`config.mk`:
```
export PLATFORM = sky130hd
export DESIGN_NAME = sobel_window_calc_flat
export DESIGN_NICKNAME = d
export VERILOG_FILES = /design/src/rtl/sobel_window_calc_if.sv /design/src/rtl/sobel_window_calc.sv /design/src/flat_wrapper.sv
export SDC_FILE = /design/constraint.sdc
export NUM_CORES = 1
export LEC_CHECK = 0
export CAP_MARGIN = 20
export CORE_MARGIN = 5
export CORE_UTILIZATION = 45
export DETAILED_ROUTE_END_ITERATION = 10
export PLACE_DENSITY = 0.72
export SLEW_MARGIN = 20
export SYNTH_ARGS = -nofsm -noshare
export SYNTH_HDL_FRONTEND = slang
export SYNTH_SLANG_ARGS = --single-unit
```
`constraint.sdc`:
```
create_clock -name clk -period 4.5 [get_ports clk]
set_input_delay 0.45 -clock clk [delete_from_list [all_inputs] [get_ports clk]]
set_output_delay 0.45 -clock clk [all_outputs]
set_load 0.01 [all_outputs]
```
`src/rtl/sobel_window_calc_if.sv`:
```
// Pixel-stream and result bundle for sobel_window_calc.
// The master drives the pixel stream and move direction; the slave returns results and status.
interface sobel_window_calc_if;
    logic       load_9;
    logic       pixel_valid;
    logic [7:0] pixel_in;
    logic [1:0] direction;
    logic [7:0] sobel_out;
    logic       sobel_valid;
    logic       window_full;
    logic       dir_err;

    // Handshake: pixel_in is taken at every rising edge where pixel_valid=1.
    // There is no back-pressure. sobel_valid is a 1-cycle pulse that qualifies sobel_out.
    modport master (
        output load_9, pixel_valid, pixel_in, direction,
        input  sobel_out, sobel_valid, window_full, dir_err
    );

    modport slave (
        input  load_9, pixel_valid, pixel_in, direction,
        output sobel_out, sobel_valid, window_full, dir_err
    );
endinterface

```
`src/rtl/sobel_window_calc.sv`:
```
// 3x3 window tracker and two-stage Sobel |Gx|+|Gy| pipeline fed by a serpentine pixel stream.
// Optional build macro SOBEL_THRESH_EN binarises the output against THRESHOLD.
module sobel_window_calc #(
    parameter logic [7:0] THRESHOLD = 8'd128
) (
    input  logic                  clk,
    input  logic                  n_reset,
    sobel_window_calc_if.slave    bus,
    output logic [1:0]            dbg_state_o
);

    typedef enum logic [1:0] {
        EMPTY = 2'd0,
        FILL  = 2'd1,
        READY = 2'd2,
        GROUP = 2'd3
    } state_t;

    state_t     state_q, state_d;
    logic [3:0] cnt_q, cnt_d;
    logic [7:0] s0_q, s0_d, s1_q, s1_d;
    logic       full_q, full_d;
    logic       err_q, err_d;
    logic       issue_q, issue_d;

    // Window flattened row-major: win[3*r + c] holds w[r][c].
    logic [7:0] win_q [9];
    logic [7:0] win_d [9];

    logic signed [10:0] gx_q, gx_d, gy_q, gy_d;
    logic               v1_q;
    logic [7:0]         out_q, out_d;
    logic               valid_q;

    logic [10:0] abs_x, abs_y;
    logic [11:0] mag;

    logic unused_thr;
    assign unused_thr = ^THRESHOLD;

    always_ff @(posedge clk) begin
        if (n_reset) begin
            state_q <= EMPTY;
            cnt_q   <= 4'd0;
            s0_q    <= 8'd0;
            s1_q    <= 8'd0;
            full_q  <= 1'b0;
            err_q   <= 1'b0;
            issue_q <= 1'b0;
            for (int i = 0; i < 9; i++) begin
                win_q[i] <= 8'd0;
            end
        end else begin
            state_q <= state_d;
            cnt_q   <= cnt_d;
            s0_q    <= s0_d;
            s1_q    <= s1_d;
            full_q  <= full_d;
            err_q   <= err_d;
            issue_q <= issue_d;
            for (int i = 0; i < 9; i++) begin
                win_q[i] <= win_d[i];
            end
        end
    end

    always_comb begin
        state_d = state_q;
        cnt_d   = cnt_q;
        s0_d    = s0_q;
        s1_d    = s1_q;
        full_d  = full_q;
        err_d   = err_q;
        issue_d = 1'b0;
        for (int i = 0; i < 9; i++) begin
            win_d[i] = win_q[i];
        end

        if (bus.load_9) begin
            state_d = FILL;
            cnt_d   = 4'd0;
            full_d  = 1'b0;
            s0_d    = 8'd0;
            s1_d    = 8'd0;
            if (bus.pixel_valid) begin
                win_d[0] = bus.pixel_in;
                cnt_d    = 4'd1;
            end
        end else if (bus.pixel_valid) begin
            case (state_q)
                FILL: begin
                    win_d[cnt_q] = bus.pixel_in;
                    if (cnt_q == 4'd8) begin
                        state_d = READY;
                        cnt_d   = 4'd0;
                        full_d  = 1'b1;
                        issue_d = 1'b1;
                    end else begin
                        cnt_d = cnt_q + 4'd1;
                    end
                end
                READY: begin
                    s0_d    = bus.pixel_in;
                    cnt_d   = 4'd1;
                    state_d = GROUP;
                end
                GROUP: begin
                    if (cnt_q == 4'd1) begin
                        s1_d  = bus.pixel_in;
                        cnt_d = 4'd2;
                    end else begin
                        cnt_d   = 4'd0;
                        state_d = READY;
                        // Direction only matters on the pixel that completes the group.
                        case (bus.direction)
                            2'b01: begin
                                win_d[0] = win_q[1]; win_d[1] = win_q[2]; win_d[2] = s0_q;
                                win_d[3] = win_q[4]; win_d[4] = win_q[5]; win_d[5] = s1_q;
                                win_d[6] = win_q[7]; win_d[7] = win_q[8]; win_d[8] = bus.pixel_in;
                                issue_d  = 1'b1;
                            end
                            2'b10: begin
                                win_d[2] = win_q[1]; win_d[1] = win_q[0]; win_d[0] = s0_q;
                                win_d[5] = win_q[4]; win_d[4] = win_q[3]; win_d[3] = s1_q;
                                win_d[8] = win_q[7]; win_d[7] = win_q[6]; win_d[6] = bus.pixel_in;
                                issue_d  = 1'b1;
                            end
                            2'b11: begin
                                for (int i = 0; i < 6; i++) begin
                                    win_d[i] = win_q[i+3];
                                end
                                win_d[6] = s0_q;
                                win_d[7] = s1_q;
                                win_d[8] = bus.pixel_in;
                                issue_d  = 1'b1;
                            end
                            default: begin
                                err_d = 1'b1;
                            end
                        endcase
                    end
                end
                default: begin
                end
            endcase
        end
    end

    function automatic logic signed [10:0] px(input logic [7:0] v);
        return $signed({3'b000, v});
    endfunction

    always_comb begin
        gx_d = (px(win_q[2]) + px(win_q[5]) + px(win_q[5]) + px(win_q[8]))
             - (px(win_q[0]) + px(win_q[3]) + px(win_q[3]) + px(win_q[6]));
        gy_d = (px(win_q[6]) + px(win_q[7]) + px(win_q[7]) + px(win_q[8]))
             - (px(win_q[0]) + px(win_q[1]) + px(win_q[1]) + px(win_q[2]));
    end

    always_comb begin
        abs_x = gx_q[10] ? 11'(-gx_q) : 11'(gx_q);
        abs_y = gy_q[10] ? 11'(-gy_q) : 11'(gy_q);
        mag   = {1'b0, abs_x} + {1'b0, abs_y};
`ifdef SOBEL_THRESH_EN
        out_d = (mag >= {4'd0, THRESHOLD}) ? 8'd255 : 8'd0;
`else
        out_d = (mag[11:8] != 4'd0) ? 8'd255 : mag[7:0];
`endif
    end

    // The pipeline reads the window one edge after the update, before any later write lands.
    always_ff @(posedge clk) begin
        if (n_reset) begin
            gx_q    <= 11'sd0;
            gy_q    <= 11'sd0;
            v1_q    <= 1'b0;
            out_q   <= 8'd0;
            valid_q <= 1'b0;
        end else begin
            gx_q    <= gx_d;
            gy_q    <= gy_d;
            v1_q    <= issue_q;
            valid_q <= v1_q;
            if (v1_q) begin
                out_q <= out_d;
            end
        end
    end

    assign bus.sobel_out   = out_q;
    assign bus.sobel_valid = valid_q;
    assign bus.window_full = full_q;
    assign bus.dir_err     = err_q;
    assign dbg_state_o     = state_q;

endmodule

```
`src/flat_wrapper.sv`:
```
// flat-port wrapper written by rule: the top's interface ports become plain ports
module sobel_window_calc_flat 
#(
    parameter logic [7:0] THRESHOLD = 8'd128
)
  (clk, n_reset, dbg_state_o, bus_load_9, bus_pixel_valid, bus_pixel_in, bus_direction, bus_sobel_out, bus_sobel_valid, bus_window_full, bus_dir_err);
  sobel_window_calc_if bus_i ();
  input  logic clk;
  input  logic n_reset;
  output logic [1:0] dbg_state_o;
  input wire logic [$bits(bus_i.load_9)-1:0] bus_load_9;
  input wire logic [$bits(bus_i.pixel_valid)-1:0] bus_pixel_valid;
  input wire logic [$bits(bus_i.pixel_in)-1:0] bus_pixel_in;
  input wire logic [$bits(bus_i.direction)-1:0] bus_direction;
  output wire logic [$bits(bus_i.sobel_out)-1:0] bus_sobel_out;
  output wire logic [$bits(bus_i.sobel_valid)-1:0] bus_sobel_valid;
  output wire logic [$bits(bus_i.window_full)-1:0] bus_window_full;
  output wire logic [$bits(bus_i.dir_err)-1:0] bus_dir_err;
  assign bus_i.load_9 = bus_load_9;
  assign bus_i.pixel_valid = bus_pixel_valid;
  assign bus_i.pixel_in = bus_pixel_in;
  assign bus_i.direction = bus_direction;
  assign bus_sobel_out = bus_i.sobel_out;
  assign bus_sobel_valid = bus_i.sobel_valid;
  assign bus_window_full = bus_i.window_full;
  assign bus_dir_err = bus_i.dir_err;
  sobel_window_calc #(.THRESHOLD(THRESHOLD)) u_core (.clk(clk), .n_reset(n_reset), .bus(bus_i), .dbg_state_o(dbg_state_o));
endmodule
```
==> changes_impl.md, run 1 <==
### Implementation results

- Outcome: complete, no violations
- Slowest cell on the critical path: sky130_fd_sc_hd__fa_2
- Number of nets in the layout: 1,470
- Buf/Inv on CP: 5
- Cell type with the largest total area after synthesis: sky130_fd_sc_hd__dfxtp_1
- Gp weighted congestion: 0.8903
- Cells after DPL: about 1,600
- Unique cell type count in the Yosys netlist: 64
- Setup repair after global routing missed its margin: yes
- Yosys reg bits: 129
- Cell type with the highest occurrence count on the critical path: sky130_fd_sc_hd__fa_1
- CTS Buf Count: 17
- Final Hold Violating Endpoints: 0
- Rel. slew slack: 0.4222
- Worst hold path class: reg2reg
- Number of nets still failing antenna checks after routing: 0
- Share of synthesized cell area in and-or and or-and compound cells: 0.2514
- Die extent in x: around 160 um
- Top delay family on crit path: adder cells
- Aggregate global routing overflow: 0
- Destination of the worst register-to-register timing path: u_core.gx_q[8]
- Pwr/cell area: about 330 nW/um2
- Reg-to-reg setup timing slack: 0.08 ns
- Number of buffers on the longest clock path: 2
- Part of the cycle the worst path needs: 0.9824
- Async set-or-reset flop fraction in the synthesized netlist: 0
run 1: power by group:
part           switching [mW]  internal (mW)
registers              0.0758           1.21
logic                   0.798          0.691
clock network           0.617          0.848
run 1: state kept, by name, indices dropped and copies added, names as in the netlist:
name	count
u_core.bus.window_full	1
u_core.dbg_state_o	2
u_core.bus.sobel_out	8
u_core.s1_q	8
u_core.s0_q	8
u_core.gx_q	11
u_core.issue_q	1
u_core.cnt_q	4
u_core.win_q	72
u_core.gy_q	11
u_core.bus.dir_err	1
u_core.bus.sobel_valid	1
u_core.v1_q	1
run 1: area by class of cell:
class,count,area [um2]
Sequential cell,129,2604
Timing Repair Buffer,127,1027
Multi-Input combinational cell,875,7468
Clock inverter,15,190.2
Clock buffer,17,425.4
Fill cell,2073,10560
Inverter,156,585.6
Tap cell,319,399.1
run 1: through the flow:
stage	TNS (ns)	setup slack [ns]
floorplan	0	0.01147
global placement	-0.5778	-0.1230
detailed placement	-1.156	-0.2362
CTS	0	0.004223
global route	-0.4300	-0.1528
finish	0	0.07930
run 1: tightest hold or removal path, cell delays in order, from the launching register on:
cell,delay [ns]
sky130_fd_sc_hd__dfxtp_1,0.31
sky130_fd_sc_hd__nor2_1,0.08
sky130_fd_sc_hd__a211oi_1,0.04
run 1: how the worst max path moves through the flow:
stage                                 to  slack (ns)
final                     u_core.gx_q[8]        0.08
after global routing      u_core.gx_q[8]       -0.15
after CTS                 u_core.gx_q[8]       0.004
after detailed placement  u_core.gx_q[8]       -0.24
after global placement    u_core.gy_q[8]       -0.12
after floorplan           u_core.gy_q[8]        0.01
run 1: timing repair:
| item | in CTS | in global routing |
|---|---|---|
| setup buffers | 9 | 7 |
| endpoints found under the setup margin | 9 | 10 |
| gates resized | 29 | 81 |
| pin swaps | 28 | 89 |
**Run 1: gate-type map**

Scale: 3 px per um.
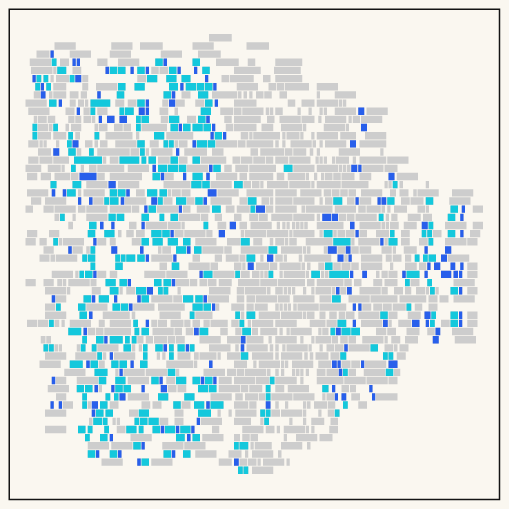
nor cells -> blue  # cells 186, most used nor2_1, where widely spread
aoi and oai cells -> cyan  # cells 292, most used a211oi_1, where widely spread
top logic cell by instance count in the layout: sky130_fd_sc_hd__inv_1
fraction of area in multi-input gates: 0.5881
tally of non-filler cells in the final layout: 1,638

**Run 1: I/O nets highlighted**

Scale: 2 px per um.
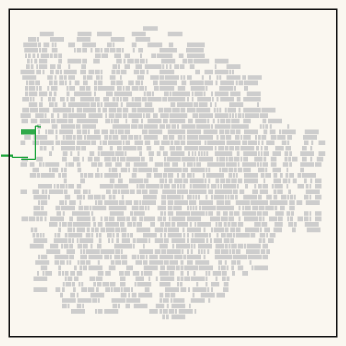
bus_window_full -> green  # bits 1, direction output, edge left, end cells 1, buffers 1, wire 36.0 um
number of input and output port buffers inserted: 26
number of placed I/O pins: 27

**Run 1: where the registers sit**

Scale: 2 px per um.
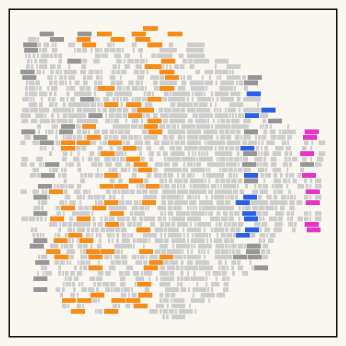
u_core.win_q -> orange  # placed flops 72
u_core.bus.sobel_out -> magenta  # placed flops 8, where right middle
u_core.gy_q -> blue  # placed flops 11
not coloured = 38
fraction of the core area covered by cells at the end of the flow: 0.5459
sequential group power: 1.29 mW
sequential fraction of total cell area: 0.2050
area taken by flip-flops and latches: 2604 um2

**Run 1: placement density heat map**

Scale: 1.5 px per um. The die is cut into 16 by 16 equal tiles; dark purple is low, yellow is high, 0 to 100% covered.
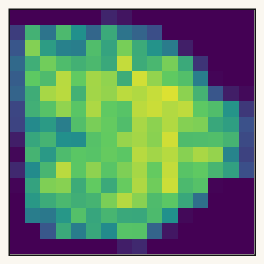
densest ninth of the die = middle
tiles over 75% full = 25%
nearly empty tiles = 25%
mean over tiles = 46%
emptiest ninth of the die = top right
fullest tile = 95%
effective utilization at floorplan: 0.4525
Floorplan Core Area: 23,260 um2

==> run 2, diff against run 1 <==
CTS_CLUSTER_DIAMETER = 100   (was default)
**Run 2: placement density heat map**

Scale: 1.5 px per um. The die is cut into 16 by 16 equal tiles; dark purple is low, yellow is high, 0 to 100% covered.
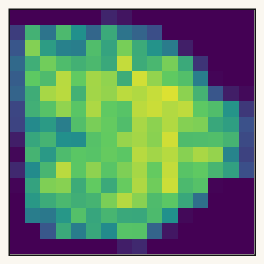
nearly empty tiles = 25%
fullest tile = 95%
mean over tiles = 46%
emptiest ninth of the die = top right
densest ninth of the die = middle
tiles over 75% full = 25%

**Run 2: gate-type map**

Scale: 3 px per um.
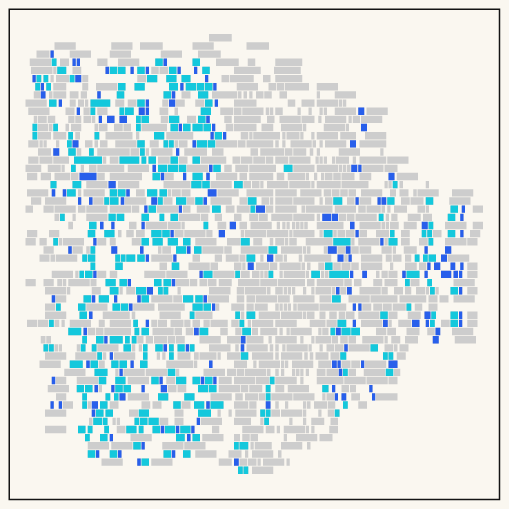
aoi and oai cells -> cyan  # cells 292, most used a211oi_1, where widely spread
nor cells -> blue  # cells 186, most used nor2_1, where widely spread

==> run 2 against run 1 <==
  * Die size did not move
  * Worst setup slack did not move
  * Sequential power barely moved
  * Critical path type unchanged
  * Largest cell class unchanged
==> changes_impl.md, run 2 <==
### Implementation results

- Outcome: complete, no violations
- Fraction of the core area covered by cells at the end of the flow: 0.5459
- Final Hold Violating Endpoints: 0
- Cells after DPL: 1,590
- Cell type with the highest occurrence count on the critical path: sky130_fd_sc_hd__fa_1
- Capture point of the critical path: u_core.gx_q[8]
- Cell type with the largest total area after synthesis: sky130_fd_sc_hd__dfxtp_1
- Reported net switching power: 1.491 mW
- Max FFs per register: a little over 70
- Async set-or-reset flop fraction in the synthesized netlist: 0
- Aggregate global routing overflow: 0
- Switching part of the total: 0.3517
- Setup repair after global routing missed its margin: yes
- Number of input and output port buffers inserted: 26
- Final Worst Setup Slack: just under 0.08 ns
- Gp weighted congestion: 0.8903
- Pre-CTS setup slack: -0.2362 ns
- Number of nets in the layout: 1,470
- Internal portion of total power: about 2.7 mW
- Top delay family on crit path: adder cells
- Tally of non-filler cells in the final layout: 1,638
- Number of buffers on the longest clock path: 2
**Run 2: I/O nets highlighted**

Scale: 2 px per um.
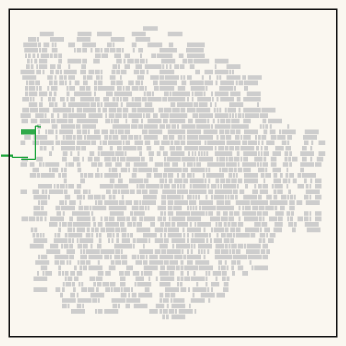

[run 2: final cells by class]
type                       count  area, um2
fill                        2073      10560
sequential                   129       2604
clock inverter                15      190.2
inverter                     156      585.6
tap                          319      399.1
multi-input combinational    875       7468
clock buffer                  17      425.4
timing repair buffer         127       1027
[run 2: what timing repair did]
item                       CTS  global route
buffers inserted             9             7
pin swaps                   28            89
setup endpoints to repair    9            10
resized                     29            81
[run 2: how the worst min path moves through the flow]
stage                                  startpoint                 endpoint  slack, ns
final                     u_core.bus.sobel_out[6]  u_core.bus.sobel_out[6]       0.48
after global routing      u_core.bus.sobel_out[6]  u_core.bus.sobel_out[6]       0.50
after CTS                 u_core.bus.sobel_out[6]  u_core.bus.sobel_out[6]       0.48
after detailed placement  u_core.bus.sobel_out[6]  u_core.bus.sobel_out[6]       0.47
after global placement    u_core.bus.sobel_out[6]  u_core.bus.sobel_out[6]       0.47
after floorplan                    u_core.issue_q              u_core.v1_q       0.41
[run 2: logic make-up (layout without fill, tap and decap cells)]
group	after synthesis	count (layout)	synth area share
AND-OR/OR-AND	359	359	0.2514
AND/OR/NAND/NOR	298	298	0.1334
buffers and inverters	224	315	0.08332
adder cells (fa/ha/maj)	150	150	0.2289
flip-flops	129	129	0.2453
XOR/XNOR	59	59	0.04909
multiplexers	9	9	0.008559
[run 2: power groups by stage]
stage / registers [mW] / logic [mW] / clock network (mW)
5_1_grt: 1.30 / 1.67 / 1.54
4_1_cts: 1.28 / 1.38 / 1.48
3_5_place_dp: 1.31 / 1.34 / 0
2_1_floorplan: 1.28 / 1.03 / 0
6_report: 1.29 / 1.49 / 1.47
3_3_place_gp: 1.31 / 1.31 / 0
Power figures rest on the tool's default switching activity, not on a simulated workload.
